run_1/placement.png
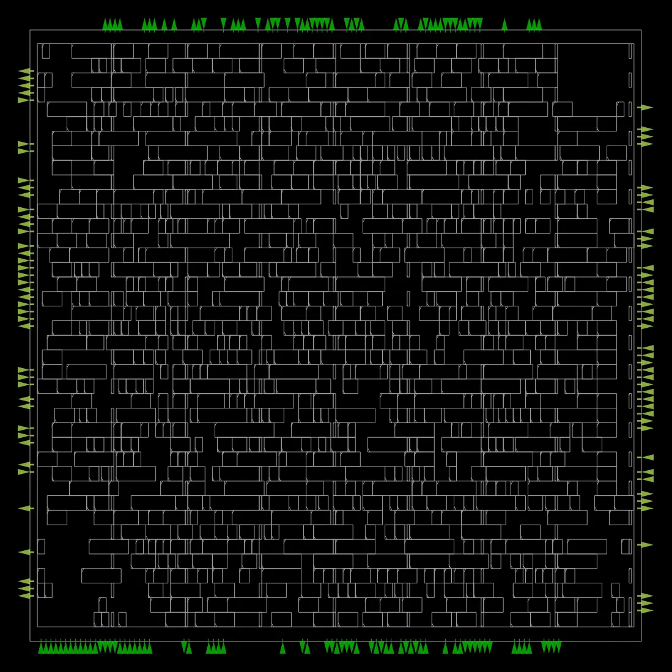
run_1/logic_types.png
Scale bar: 20 um.
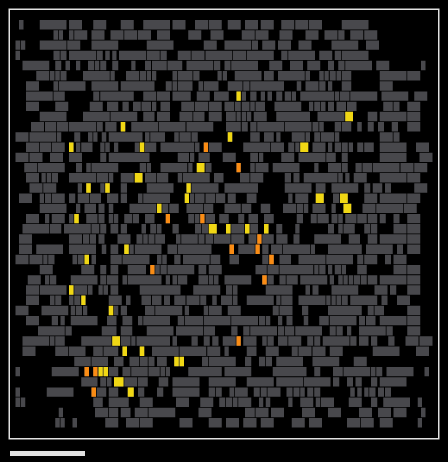
run_1/layer_met4.png
Scale bar: 20 um.
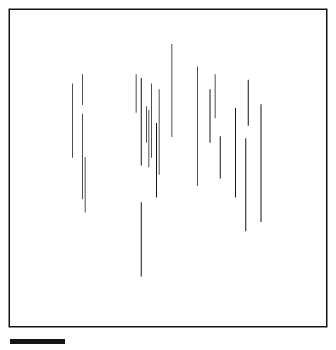
--- src/rtl/lsu_pkg.sv ---
// Shared types for the load/store data-memory controller: FSM states,
// RV32I funct3 codes and the load-lane extension helper.
package lsu_pkg;

  typedef enum logic [1:0] {IDLE, RD, WR, RESP} lsu_state_e;

  localparam logic [2:0] F3_B  = 3'b000;
  localparam logic [2:0] F3_H  = 3'b001;
  localparam logic [2:0] F3_W  = 3'b010;
  localparam logic [2:0] F3_BU = 3'b100;
  localparam logic [2:0] F3_HU = 3'b101;

  // raw already has the selected lane shifted down to bit 0
  function automatic logic [31:0] lsu_extend(input logic [31:0] raw, input logic [2:0] f3);
    case (f3)
      F3_B:    return {{24{raw[7]}}, raw[7:0]};
      F3_H:    return {{16{raw[15]}}, raw[15:0]};
      F3_BU:   return {24'h0, raw[7:0]};
      F3_HU:   return {16'h0, raw[15:0]};
      default: return raw;
    endcase
  endfunction

endpackage

--- src/rtl/lsu_lane_align.sv ---
// Combinational lane steering: merges store bytes/halves into a read word
// and extracts + extends the addressed lane for loads.
module lsu_lane_align
  import lsu_pkg::*;
(
  input  logic [31:0] rd_word,
  input  logic [31:0] st_data,
  input  logic [2:0]  funct3,
  input  logic [1:0]  off,
  output logic [31:0] st_word,
  output logic [31:0] ld_data
);

  always_comb begin
    st_word = rd_word;
    case (funct3[1:0])
      2'b00:   st_word[{off, 3'b000} +: 8]      = st_data[7:0];
      2'b01:   st_word[{off[1], 4'b0000} +: 16] = st_data[15:0];
      default: st_word = st_data;
    endcase
  end

  assign ld_data = lsu_extend(rd_word >> {off, 3'b000}, funct3);

endmodule

--- src/rtl/lsu_dmem_ctrl.sv ---
// RV32I load/store initiator for a word-wide, combinational-read data memory.
// Define LSU_MISALIGN_TRAP_EN to trap misaligned accesses instead of aligning them.
module lsu_dmem_ctrl
  import lsu_pkg::*;
#(
  parameter int ADDR_W    = 32,
  parameter int MEM_WORDS = 2048
) (
  input  logic              clk,
  input  logic              rst_n,
  input  logic              req_valid,
  output logic              req_ready,
  input  logic              req_we,
  input  logic [2:0]        req_funct3,
  input  logic [ADDR_W-1:0] req_addr,
  input  logic [31:0]       req_wdata,
  output logic              resp_valid,
  output logic [31:0]       resp_rdata,
  output logic              resp_err,
  output logic              mem_wr_en,
  output logic [31:0]       mem_addr,
  output logic [31:0]       mem_wdata,
  input  logic [31:0]       mem_rdata
);

  lsu_state_e        state_q, state_d;
  logic              we_q, we_d;
  logic [2:0]        f3_q, f3_d;
  logic [1:0]        off_q, off_d;
  logic [31:0]       wdata_q, wdata_d;
  logic [31:0]       mem_addr_q, mem_addr_d, mem_wdata_q, mem_wdata_d;
  logic              mem_wr_en_q, mem_wr_en_d;
  logic              resp_valid_q, resp_valid_d, resp_err_q, resp_err_d;
  logic [31:0]       resp_rdata_q, resp_rdata_d;

  logic              illegal, trap;
  logic [ADDR_W-1:0] addr_al;
  logic [31:0]       idx, st_word, ld_data;

  always_comb begin
    illegal = req_we ? (req_funct3 > F3_W)
                     : (req_funct3 == 3'b011 || req_funct3[2:1] == 2'b11);
    addr_al = req_addr;
`ifdef LSU_MISALIGN_TRAP_EN
    trap = (req_funct3[1:0] == 2'b01 && req_addr[0]) ||
           (req_funct3[1:0] == 2'b10 && req_addr[1:0] != 2'b00);
`else
    trap = 1'b0;
    if (req_funct3[1:0] == 2'b01) addr_al[0]   = 1'b0;
    if (req_funct3[1:0] == 2'b10) addr_al[1:0] = 2'b00;
`endif
    idx = 32'((addr_al >> 2) % ADDR_W'(MEM_WORDS));
  end

  lsu_lane_align u_align (
    .rd_word (mem_rdata),
    .st_data (wdata_q),
    .funct3  (f3_q),
    .off     (off_q),
    .st_word (st_word),
    .ld_data (ld_data)
  );

  always_ff @(posedge clk) begin
    if (!rst_n) begin
      state_q      <= IDLE;
      we_q         <= 1'b0;
      f3_q         <= 3'b0;
      off_q        <= 2'b0;
      wdata_q      <= 32'h0;
      mem_addr_q   <= 32'h0;
      mem_wdata_q  <= 32'h0;
      mem_wr_en_q  <= 1'b0;
      resp_valid_q <= 1'b0;
      resp_err_q   <= 1'b0;
      resp_rdata_q <= 32'h0;
    end else begin
      state_q      <= state_d;
      we_q         <= we_d;
      f3_q         <= f3_d;
      off_q        <= off_d;
      wdata_q      <= wdata_d;
      mem_addr_q   <= mem_addr_d;
      mem_wdata_q  <= mem_wdata_d;
      mem_wr_en_q  <= mem_wr_en_d;
      resp_valid_q <= resp_valid_d;
      resp_err_q   <= resp_err_d;
      resp_rdata_q <= resp_rdata_d;
    end
  end

  always_comb begin
    state_d = state_q;
    case (state_q)
      IDLE: if (req_valid) begin
        if (illegal || trap)              state_d = RESP;
        else if (req_we && req_funct3 == F3_W) state_d = WR;
        else                              state_d = RD;
      end
      RD:      state_d = we_q ? WR : RESP;
      WR:      state_d = RESP;
      default: state_d = IDLE;
    endcase
  end

  // Output registers are loaded with the value they must show in state_d
  always_comb begin
    we_d         = we_q;
    f3_d         = f3_q;
    off_d        = off_q;
    wdata_d      = wdata_q;
    mem_addr_d   = mem_addr_q;
    mem_wdata_d  = mem_wdata_q;
    mem_wr_en_d  = 1'b0;
    resp_valid_d = 1'b0;
    resp_err_d   = 1'b0;
    resp_rdata_d = 32'h0;
    case (state_q)
      IDLE: if (req_valid) begin
        we_d    = req_we;
        f3_d    = req_funct3;
        off_d   = addr_al[1:0];
        wdata_d = req_wdata;
        if (state_d == RESP) begin
          resp_valid_d = 1'b1;
          resp_err_d   = 1'b1;
        end else begin
          mem_addr_d = idx;
          if (state_d == WR) begin
            mem_wr_en_d = 1'b1;
            mem_wdata_d = req_wdata;
          end
        end
      end
      RD: if (we_q) begin
        mem_wr_en_d = 1'b1;
        mem_wdata_d = st_word;
      end else begin
        resp_valid_d = 1'b1;
        resp_rdata_d = ld_data;
      end
      WR:      resp_valid_d = 1'b1;
      default: ;
    endcase
  end

  assign req_ready  = (state_q == IDLE);
  assign resp_valid = resp_valid_q;
  assign resp_rdata = resp_rdata_q;
  assign resp_err   = resp_err_q;
  assign mem_wr_en  = mem_wr_en_q;
  assign mem_addr   = mem_addr_q;
  assign mem_wdata  = mem_wdata_q;

endmodule

--- config.mk ---
export PLATFORM = sky130hd
export DESIGN_NAME = lsu_dmem_ctrl
export DESIGN_NICKNAME = d
export VERILOG_FILES = /design/src/rtl/lsu_pkg.sv /design/src/rtl/lsu_lane_align.sv /design/src/rtl/lsu_dmem_ctrl.sv
export SDC_FILE = /design/constraint.sdc
export NUM_CORES = 1
export LEC_CHECK = 0
export ABC_AREA = 0
export ABC_CLOCK_PERIOD_IN_PS = 2750
export CAP_MARGIN = 40
export CORE_UTILIZATION = 46
export DETAILED_ROUTE_END_ITERATION = 8
export PLACE_DENSITY_LB_ADDON = 0.08
export SKIP_LAST_GASP = 1
export SYNTH_ARGS = -nofsm -noshare
export SYNTH_HDL_FRONTEND = slang
export SYNTH_SLANG_ARGS = --single-unit
export TNS_END_PERCENT = 30
--- constraint.sdc ---
create_clock -name clk -period 2.75 [get_ports clk]
set_clock_uncertainty 0.2 [all_clocks]
set_input_delay 0.55 -clock clk [delete_from_list [all_inputs] [get_ports clk]]
set_output_delay 0.55 -clock clk [all_outputs]
set_load 0.005 [all_outputs]
==> results.py, run 1 <==
# Metrics from the implementation run
metrics = {
    "status": {
        "outcome": "complete, no violations",
    },
    "critical_path": {
        "crit_required_ns": 2.87,
        "worstRegToRegCells": 7,
        "critPathMaxStageDelay_ns": 0.50,
        "path_class": "input pin to flop",
        "r2r_setup_slack_ns": 0.23,
    },
    "finish": {
        "mi_logic_area_mm2": 0.00305,
        "fin_area_mm2": 0.00817,
        "clkCellAreaFrac_pct": 7.07,
        "lay_top_cells": "clkdlybuf4s50_1 (161), nand2_1 (152), dfxtp_1 (118)",
        "comb_cells": 534,
    },
    "power_and_ir_drop": {
        "combPwrFrac_pct": 33.4,
        "pwr-share-clk_pct": 33.5,
    },
    "routing": {
        "routed-wl-met3_um": 1560,
        "top_layer_used": "met4",
        "drt-met1-wl_um": 8150,
        "wl_met2_um": 8840,
        "wl_per_cell_um": 18.0,
    },
    "placement": {
        "postPlaceCellArea_mm2": 0.00758,
        "gp_congestion": 0.904,
        "place_hpwl_um": 13400,
    },
    "logic_synthesis": {
        "ys.flop_type": "dfxtp_1",
        "ys_chip_area_mm2": 0.00578,
        "aoi_share_pct": 26.9,
        "synth.cellmix.simpleShare_pct": 18.5,
        "ys_ff": 118,
        "ys_seq_share_pct": 40.9,
        "top_logic_kind": "AND-OR/OR-AND gates",
    },
    "floorplanning": {
        "taps": 168,
        "fp.dieH_um": 114,
        "fp_util_pct": 47.7,
        "die-area_mm2": 0.0130,
    },
    "run": {
        "drv_cap": 0,
        "warnings": 52,
    },
    "global_routing": {
        "met2_usage_pct": 47.0,
        "antenna_found_initial": 0,
        "grt_max_degree": 40,
        "grt_use_total_pct": 29.5,
    },
    "worst_hold_path": {
        "hold_depth": 2,
    },
    "sta": {
        "hold_viol_final": 0,
        "timing.slew.headroom_pct": 45.9,
        "period_needed_ns": 2.63,
        "setup_tns_ns": 0,
    },
}
-- placement.png (at the start) --
core area: 0.0121 mm^2
Seq cells: 118

-- logic_types.png (at the start) --
[NOR gates] yellow | cells: 36
[inverters] orange | cells: 14
most numerous logic cell after layout: clkdlybuf4s50_1
final cell count without fillers: 1062
multi-input combinational area share: 37.3%

-- layer_met4.png (at the start) --
longest straight run: 42.8 um
nets with wire on the layer: 16
via count: 6132
Routed WL: 19100 um

==> run 1: worst paths after layout <==
path,to,from
setup / recovery,mem_wdata[20],req_valid
hold / removal,mem_wdata[28],mem_wdata[28]
setup reg to reg,mem_wdata[20],state_q[0]
hold reg to reg,mem_wdata[28],mem_wdata[28]
==> run 1: metrics by stage <==
stage | std cells | util [%]
finish | 1062 | 67.5
CTS | 1062 | 67.4
detailed placement | 1030 | 62.6
global placement | 1029 | 62.5
global route | 1062 | 67.5
floorplan | 749 | -
==> run 1: power groups by stage <==
stage               clock network, uW  logic [uW]  registers (uW)
floorplan                           0        1250            2120
global placement                    0        2050            2170
detailed placement                  0        2110            2180
CTS                              2190        2130            2140
global route                     2270        2360            2170
finish                           2180        2170            2150
==> run 2, diff against run 1 <==
- PLACE_DENSITY: default -> 0.84
- PLACE_DENSITY_LB_ADDON: 0.08 -> default
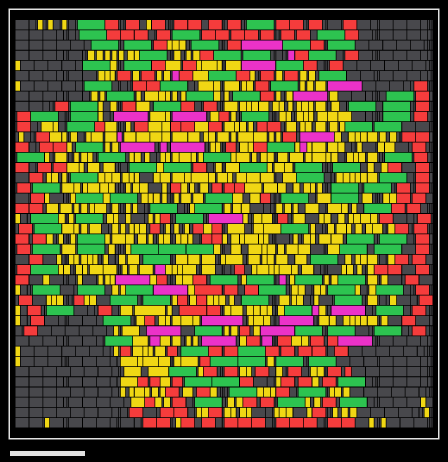
run_2/placement_by_type.png
Scale bar: 20 um. Fill, decap, tap and diode cells in gray.
[flops] green | cells: 118
[other buffers and delay cells] red | cells: 196
[combinational and other logic] yellow | cells: 548
[clock drivers and dummy loads] magenta | cells: 29
flop share of the area: 29.1%
Layout Utilization: 67.0%
Core Rows: 40

==> run 2 against run 1 <==
  * Synthesized cell count is the same
  * Critical endpoint is now mem_wdata[14]
  * Non-clock buffer count unchanged
  * Via count up 0.16%
  * Sequential share of layout area grew 0.22 points
  * Highest routed layer unchanged
==> results.py, run 2 <==
# Metrics from the implementation run
metrics = {
    "run": {
        "warnings": 52,
        "drv_cap": 0,
    },
    "routing": {
        "drc": 0,
        "routed_wl_um": 18800,
        "vias": 6142,
        "wl_per_cell_um": 17.8,
    },
    "placement": {
        "postPlaceCellArea_mm2": 0.00756,
        "placed_cells": 1030,
        "place_hpwl_um": 13000,
        "gp_congestion": 0.901,
    },
    "power_and_ir_drop": {
        "power.group.top": "combinational logic",
        "powerSeq_uw": 2140,
        "clock_net_power_uw": 2060,
        "pwr-share-clk_pct": 32.2,
        "combPwrFrac_pct": 34.3,
    },
    "logic_synthesis": {
        "top_logic_kind": "AND-OR/OR-AND gates",
        "ys_seq_share_pct": 40.9,
        "ys_chip_area_mm2": 0.00578,
        "ys_ff": 118,
        "ys.flop_type": "dfxtp_1",
        "aoi_share_pct": 26.9,
        "ys_async_sr_fraction_pct": 0,
    },
    "floorplanning": {
        "fp.dieH_um": 114,
        "coreArea_mm2": 0.0121,
        "die-area_mm2": 0.0130,
        "fp_util_pct": 47.7,
    },
    "critical_path": {
        "r2r_setup_slack_ns": 0.25,
        "crit_required_ns": 2.89,
        "critical_path.endpoint": "mem_wdata[14]",
        "worstRegToRegCells": 9,
        "r2r_end": "mem_addr[2]",
        "reg2reg_from": "state_q[1]",
    },
    "finish": {
        "fin_cells": 1059,
        "lay_top_cells": "clkdlybuf4s50_1 (161), nand2_1 (152), dfxtp_1 (118)",
        "mostFrequentLayoutCell": "clkdlybuf4s50_1",
        "fin_area_mm2": 0.00811,
    },
    "status": {
        "outcome": "complete, no violations",
    },
    "global_routing": {
        "grt_max_degree": 59,
        "grt_use_total_pct": 28.8,
        "met2_usage_pct": 47.4,
        "antenna_found_initial": 0,
    },
    "sta": {
        "period_needed_ns": 2.65,
        "hold_viol_final": 0,
        "setup_tns_ns": 0,
    },
    "worst_hold_path": {
        "hp-start": "mem_wdata[25]",
    },
}
## run 2: timing repair
item / CTS / global route
endpoints found under the setup margin: 0 / 9
hold buffers: 0 / 0
resized: 0 / 1
## run 2: critical path, cell delays in order
cell and delay [ns]:
clkdlybuf4s50_1 0.52, mux2_4 0.32, a2111o_1 0.43, o32a_4 0.47
a211o_1 0.34, a21oi_2 0.16
## run 2: area by class of cell
type,count,area (um^2),share of cell area (%)
repair buffers,196,1900,23.4
clock inverters,11,113,1.39
flip-flops and latches,118,2360,29.1
multi-input cells,534,3050,37.6
well taps,168,210,2.59
inverters,14,52.6,0.648
clock buffers,18,429,5.29
## run 2: layer usage
metal	routed length, um	vias to the layer above
met3	1730	77
met2	8890	368
met4	792	0
met1	7430	2831
met5	0	-
li1	-	2866
Power figures rest on the tool's default switching activity, not on a simulated workload.
